==> src/rtl/timer_pkg.sv <==
// Shared definitions for the clock/timer push-button front end.
//
// Contents:
//   key_state_e          - per-key press state (IDLE, PRESSED, HELD)
//   KEY_DEBOUNCE_CYCLES  - default debounce window (20 ms at 50 MHz)
//   KEY_LONG_CYCLES      - default long-press threshold (1 s at 50 MHz)
//   KEY_REPEAT_CYCLES    - default auto-repeat period (200 ms at 50 MHz)
package timer_pkg;

  typedef enum logic [1:0] {
    IDLE    = 2'd0,
    PRESSED = 2'd1,
    HELD    = 2'd2
  } key_state_e;

  localparam int KEY_DEBOUNCE_CYCLES = 1_000_000;
  localparam int KEY_LONG_CYCLES     = 50_000_000;
  localparam int KEY_REPEAT_CYCLES   = 10_000_000;

endpackage

==> src/rtl/key_channel.sv <==
// Conditioning for a single push-button: 2-FF synchronizer, debouncer and
// press/hold FSM that turns the debounced level into single-cycle events.
//
// Ports:
//   clk          in   system clock
//   rst          in   asynchronous reset, active low
//   key_n        in   raw key, 0 = pressed, asynchronous to clk
//   key_level    out  debounced level, 1 = pressed
//   press        out  1-cycle pulse on accepted press
//   key_release  out  1-cycle pulse on accepted release
//   short_press  out  1-cycle pulse on release of a hold shorter than LONG_CYCLES
//   long_press   out  1-cycle pulse once per hold after LONG_CYCLES
//   key_repeat   out  1-cycle pulse every REPEAT_CYCLES after long_press
//
// The release/repeat events are called key_release/key_repeat because
// "release" and "repeat" are reserved words in SystemVerilog.
module key_channel
  import timer_pkg::*;
#(
  parameter int DEBOUNCE_CYCLES = KEY_DEBOUNCE_CYCLES,
  parameter int LONG_CYCLES     = KEY_LONG_CYCLES,
  parameter int REPEAT_CYCLES   = KEY_REPEAT_CYCLES
) (
  input  logic clk,
  input  logic rst,
  input  logic key_n,
  output logic key_level,
  output logic press,
  output logic key_release,
  output logic short_press,
  output logic long_press,
  output logic key_repeat
);

  localparam int DB_W   = $clog2(DEBOUNCE_CYCLES + 1);
  localparam int HOLD_W = $clog2(LONG_CYCLES + 1);
  localparam int REP_W  = $clog2(REPEAT_CYCLES + 1);

  localparam logic [DB_W-1:0]   DB_LAST   = DB_W'(DEBOUNCE_CYCLES - 1);
  localparam logic [HOLD_W-1:0] HOLD_LAST = HOLD_W'(LONG_CYCLES - 1);
  localparam logic [REP_W-1:0]  REP_LAST  = REP_W'(REPEAT_CYCLES - 1);

  logic              sync1, sync2;
  logic [DB_W-1:0]   db_cnt;
  logic              mismatch;
  key_state_e        state, state_d;
  logic [HOLD_W-1:0] hold_cnt, hold_d;
  logic [REP_W-1:0]  rep_cnt, rep_d;
  logic press_d, release_d, short_d, long_d, repeat_d;

  // Synchronizer resets to 1 so a key held through reset looks released
  // and has to be debounced again before it can produce a press.
  always_ff @(posedge clk or negedge rst) begin
    if (!rst) begin
      sync1 <= 1'b1;
      sync2 <= 1'b1;
    end else begin
      sync1 <= key_n;
      sync2 <= sync1;
    end
  end

  // Synced key is active low, debounced level is active high.
  assign mismatch = (~sync2) != key_level;

  // The level only flips after DEBOUNCE_CYCLES consecutive mismatching
  // cycles; any agreeing cycle restarts the count, so short bounces vanish.
  always_ff @(posedge clk or negedge rst) begin
    if (!rst) begin
      key_level <= 1'b0;
      db_cnt    <= '0;
    end else if (!mismatch) begin
      db_cnt <= '0;
    end else if (db_cnt == DB_LAST) begin
      key_level <= ~key_level;
      db_cnt    <= '0;
    end else begin
      db_cnt <= db_cnt + 1'b1;
    end
  end

  // State register; event pulses are registered here too so each one
  // appears the cycle after its causing transition.
  always_ff @(posedge clk or negedge rst) begin
    if (!rst) begin
      state       <= IDLE;
      hold_cnt    <= '0;
      rep_cnt     <= '0;
      press       <= 1'b0;
      key_release <= 1'b0;
      short_press <= 1'b0;
      long_press  <= 1'b0;
      key_repeat  <= 1'b0;
    end else begin
      state       <= state_d;
      hold_cnt    <= hold_d;
      rep_cnt     <= rep_d;
      press       <= press_d;
      key_release <= release_d;
      short_press <= short_d;
      long_press  <= long_d;
      key_repeat  <= repeat_d;
    end
  end

  // Next state and counters. hold_cnt stops once HELD is reached, so it
  // never needs to count past LONG_CYCLES-1.
  always_comb begin
    state_d = state;
    hold_d  = hold_cnt;
    rep_d   = rep_cnt;
    case (state)
      IDLE: begin
        if (key_level) begin
          state_d = PRESSED;
          hold_d  = '0;
        end
      end
      PRESSED: begin
        if (!key_level) begin
          state_d = IDLE;
        end else if (hold_cnt == HOLD_LAST) begin
          state_d = HELD;
          rep_d   = '0;
        end else begin
          hold_d = hold_cnt + 1'b1;
        end
      end
      HELD: begin
        if (!key_level) begin
          state_d = IDLE;
        end else if (rep_cnt == REP_LAST) begin
          rep_d = '0;
        end else begin
          rep_d = rep_cnt + 1'b1;
        end
      end
      default: state_d = IDLE;
    endcase
  end

  // Event decode. Release wins over a coincident long_press or repeat
  // because those are only raised while the level is still pressed.
  always_comb begin
    press_d   = (state == IDLE) && key_level;
    release_d = (state != IDLE) && !key_level;
    short_d   = (state == PRESSED) && !key_level;
    long_d    = (state == PRESSED) && key_level && (hold_cnt == HOLD_LAST);
    repeat_d  = (state == HELD) && key_level && (rep_cnt == REP_LAST);
  end

endmodule

==> src/rtl/key_conditioner.sv <==
// Front end for the pause/program/set push-buttons. Each raw, bouncing,
// active-low key is conditioned independently into a debounced level and
// clk-synchronous single-cycle events for the timekeeping/display block.
//
// Ports:
//   clk          in   system clock
//   rst          in   asynchronous reset, active low
//   key_n        in   [NUM_KEYS] raw keys, 0 = pressed
//   key_level    out  [NUM_KEYS] debounced level, 1 = pressed
//   press        out  [NUM_KEYS] press pulse
//   key_release  out  [NUM_KEYS] release pulse
//   short_press  out  [NUM_KEYS] short-press pulse (on release)
//   long_press   out  [NUM_KEYS] long-press pulse
//   key_repeat   out  [NUM_KEYS] auto-repeat pulse after long press
module key_conditioner
  import timer_pkg::*;
#(
  parameter int NUM_KEYS        = 3,
  parameter int DEBOUNCE_CYCLES = KEY_DEBOUNCE_CYCLES,
  parameter int LONG_CYCLES     = KEY_LONG_CYCLES,
  parameter int REPEAT_CYCLES   = KEY_REPEAT_CYCLES
) (
  input  logic                clk,
  input  logic                rst,
  input  logic [NUM_KEYS-1:0] key_n,
  output logic [NUM_KEYS-1:0] key_level,
  output logic [NUM_KEYS-1:0] press,
  output logic [NUM_KEYS-1:0] key_release,
  output logic [NUM_KEYS-1:0] short_press,
  output logic [NUM_KEYS-1:0] long_press,
  output logic [NUM_KEYS-1:0] key_repeat
);

  for (genvar i = 0; i < NUM_KEYS; i++) begin : g_key
    key_channel #(
      .DEBOUNCE_CYCLES(DEBOUNCE_CYCLES),
      .LONG_CYCLES    (LONG_CYCLES),
      .REPEAT_CYCLES  (REPEAT_CYCLES)
    ) u_channel (
      .clk        (clk),
      .rst        (rst),
      .key_n      (key_n[i]),
      .key_level  (key_level[i]),
      .press      (press[i]),
      .key_release(key_release[i]),
      .short_press(short_press[i]),
      .long_press (long_press[i]),
      .key_repeat (key_repeat[i])
    );
  end

endmodule
==> config.mk <==
export PLATFORM = sky130hd
export DESIGN_NAME = key_conditioner
export DESIGN_NICKNAME = d
export VERILOG_FILES = /design/src/rtl/timer_pkg.sv /design/src/rtl/key_channel.sv /design/src/rtl/key_conditioner.sv
export SDC_FILE = /design/constraint.sdc
export NUM_CORES = 1
export LEC_CHECK = 0
export CAP_MARGIN = 40
export CORE_UTILIZATION = 50
export CTS_CLUSTER_DIAMETER = 120
export DETAILED_ROUTE_END_ITERATION = 10
export GPL_ROUTABILITY_DRIVEN = 0
export PLACE_DENSITY_LB_ADDON = 0.1
export SLEW_MARGIN = 5
export SYNTH_ARGS = -nofsm -noshare
export SYNTH_HDL_FRONTEND = slang
export SYNTH_SLANG_ARGS = --single-unit
==> constraint.sdc <==
create_clock -name clk -period 6.9 [get_ports clk]
set_input_delay 1.38 -clock clk [delete_from_list [all_inputs] [get_ports clk]]
set_output_delay 1.38 -clock clk [all_outputs]
set_load 0.03 [all_outputs]
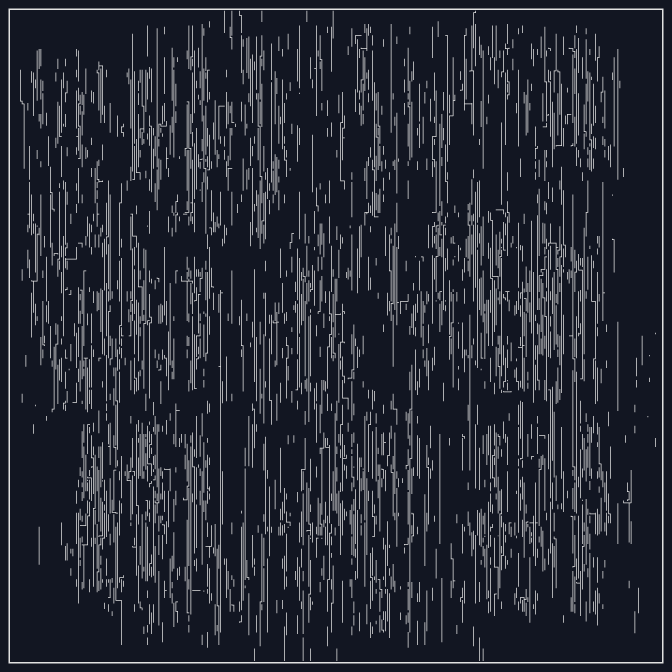
Run 1: metal 2
share of all routed wire	46%
nets with wire on the layer	1076
main direction	vertical
longest straight run	84.0 um

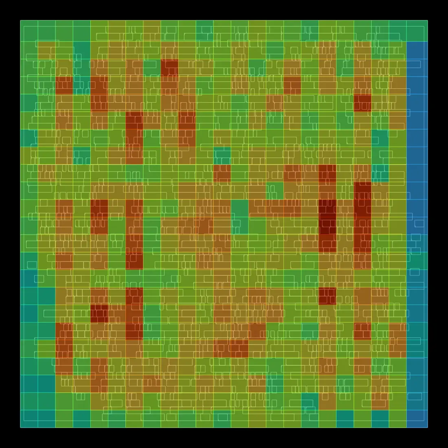
Run 1: congestion heat map
GRT busiest layer: met2
DR WL/cell: 15.4 um
All-Layer GR Usage: 21.0%
M1 GR Usage: 30.5%

==> job_summary.md, run 1 <==
## Synthesis and layout report

| Metric | Value |
|---|---|
| Final ANT Viol Nets | `0` |
| DR vias | `9849` |
| Slew Limit Fails | `0` |
| Tot Pwr | `0.00285 W` |
| Pwr/cell area | `207 nW/um^2` |
| Outcome | `finished, final reports clean` |
| Worst Path Arrival | `1.96 ns` |
| M3 GR Usage | `2.49%` |
| Register bank with the most flops | `g_key.u_channel.hold_cnt` |
| Combinational share of cell area | `43.1%` |
| Slew at the pin closest to its max-slew limit | `0.856 ns` |
| Chip area | `25600 um^2` |
| # placed instances | `1641` |
| FMAX | `300 MHz` |
| Diodes inserted | `0` |
| Largest net degree at the start of global routing | `98` |
| Largest power group | `registers` |
| Routed WL | `26000 um` |
| Syn nets | `1363` |
| Seq/Total Area, Yosys | `48.1%` |
| Final setup fails | `0` |
| Remaining DRCs | `0` |
| Seq area share | `43.6%` |
| Clk slew on worst S/H paths | `0.06 ns` |
| Fill cell count | `2202` |
| Post-synthesis area per instance | `9.26 um^2` |
| Int Pwr | `0.00224 W` |
| H-tree levels | `1` |
| Clock-cell share of area | `6.20%` |
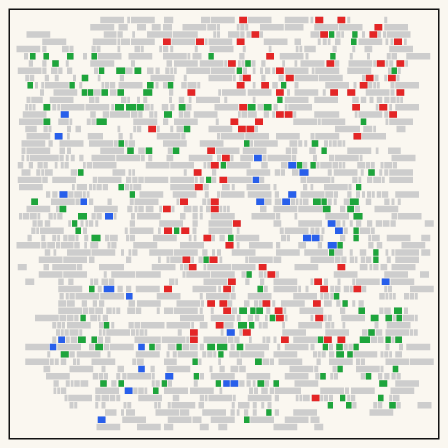
Run 1: gate families picked out
colour	family	cells
green	AND and OR gates	137
blue	AND-OR and OR-AND gates	30
red	XOR/XNOR gates	84

==> run 1: synthesized netlist by cell type (all sizes together), types with 12 or more instances <==
cell    number  share of area (%)
nand4       42                2.1
a31oi       51                2.6
or3         32                1.6
dfrtp      234                 47
buf         29                1.7
and4        12               0.84
and3        30                1.5
o31ai       27                1.8
a21oi       56                2.3
inv         50                1.5
or4         32                2.0
nor2       131                3.9
nor3        39                1.6
clkbuf      38                1.1
xnor2       48                3.4
xor2        36                2.5
nand2      125                3.8
nor4        31                1.6
a41oi       13               0.91
nand2b      13               0.65
o21ai       56                2.2
nand3       89                3.6
==> run 1: logic make-up after synthesis <==
kind of cell,count (synthesis),share of synthesized area (%)
simple gates,632,26.5
fa+ha+maj,9,0.901
flops,240,48.1
mux,10,0.821
buf+inv,118,4.33
compound gates,256,13.4
xor+xnor,84,5.89
Run 1, routed metal, one colour a layer:
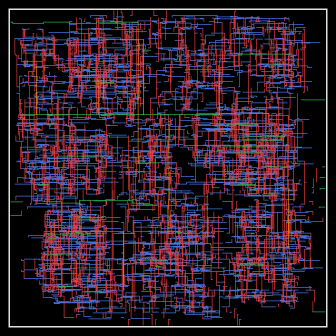

==> run 2, diff against run 1 <==
==> constraint.sdc (replaced) <==
create_clock -name clk -period 3.21 [get_ports clk]
set_input_delay 0.642 -clock clk [delete_from_list [all_inputs] [get_ports clk]]
set_output_delay 0.642 -clock clk [all_outputs]
set_load 0.03 [all_outputs]
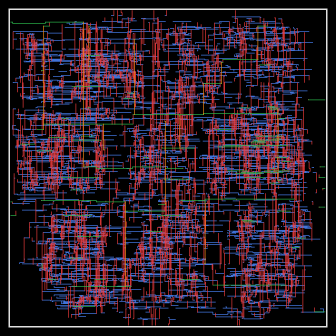
Run 2: routed metal, one colour a layer
colour	layer	wire length
red	metal 2	11800 um
orange	metal 4	416 um
green	metal 3	931 um
blue	metal 1	12800 um

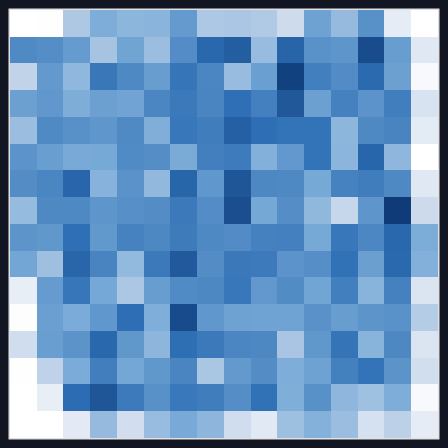
Run 2: cell area per tile
16 x 16 tiles, from white (low) to dark blue (high), 0 to 100% covered.
tiles over 75% full	8.6%
nearly empty tiles	3.5%
fullest tile	95%
mean over tiles	53%

==> run 2 against run 1 <==
Net effect: setup slack got worse by 3.1 ns; design area rose by 2.3%; first-iteration DRC count rose by 5.5%; utilization rose by 1.3 points; via count rose by 1.5%; largest power group is now the clock network.
==> job_summary.md, run 2 <==
## Synthesis and layout report

| Metric | Value |
|---|---|
| Outcome | `finished, final reports clean` |
| M3 GR Usage | `2.78%` |
| DR WL/cell | `15.2 um` |
| Seq/Total Area, Yosys | `48.1%` |
| Yosys aoi share | `13.4%` |
| Tot Pwr | `0.00673 W` |
| Register bank with the most flops | `g_key.u_channel.hold_cnt` |
| All-Layer GR Usage | `21.1%` |
| Post-synthesis area per instance | `9.26 um^2` |
| Remaining DRCs | `0` |
| Largest power group | `the clock network` |
| M1 GR Usage | `30.7%` |
| Chip area | `25600 um^2` |
| Synth Area in XOR/XNOR | `5.89%` |
| Top cell area share | `46.9%` |
| Pwr/cell area | `477 nW/um^2` |
| Final setup fails | `0` |
| FMAX | `370 MHz` |
| Routed WL | `25900 um` |
| Syn nets | `1363` |
| Fraction of the mapped netlist area in simple logic gates | `26.5%` |
| H-tree levels | `1` |
| Top cells by count | `234 x dfrtp_1, 131 x nor2_1, 125 x nand2_1, 89 x nand3_1, 55 x a21oi_1` |
| Comb area leader | `simple AND/OR/NAND/NOR gates` |
| Largest net degree at the start of global routing | `88` |
| Slew Limit Fails | `0` |
| DR vias | `9997` |
| Int Pwr | `0.00538 W` |
| Count leader, synth | `dfrtp_1` |
| Top cells by area | `dfrtp_1 47%, nor2_1 3.9%, nand2_1 3.8%, nand3_1 3.6%, xnor2_1 3.4%` |
| Synth area leader | `dfrtp_1` |
| GRT busiest layer | `met2` |
| Final ANT Viol Nets | `0` |
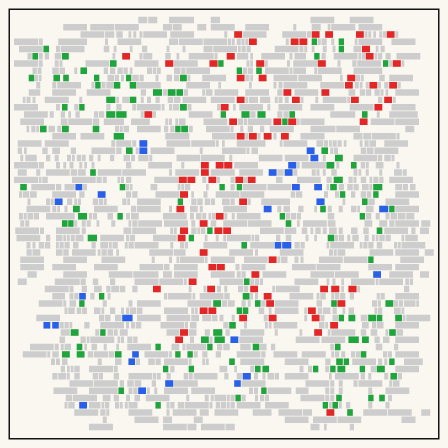
Run 2: gate families picked out
colour	family	cells
green	AND and OR gates	137
red	XOR/XNOR gates	84
blue	AND-OR and OR-AND gates	30

-- run 2: netlist changes by cell type in the layout (fill, tap and decap cells not counted), sizes merged --
cell / before / now
inv: 51 / 50
dlygate4sd3: 0 / 1
clkinvlp: 0 / 3
bufinv: 1 / 7
clkbuf: 39 / 36
buf: 13 / 26
clkinv: 8 / 7
-- run 2: worst max-delay path: cells and delay by family (launching register included) --
| kind | cells | cell delay (ns) |
|---|---|---|
| AND/OR/NAND/NOR | 3 | 1.56 |
| flip-flops | 1 | 0.43 |
| AND-OR/OR-AND | 2 | 0.28 |
| buffers and inverters | 1 | 0.27 |
-- run 2: final cells by class --
class,instances,area (um^2)
tap,324,405
inverter,51,191
timing repair buffer,49,483
clock buffer,36,802
clock inverter,16,263
fill,2178,10300
sequential,240,6010
multi-input combinational,991,5950
No activity file was given, so power comes from the tool's default toggle rates.
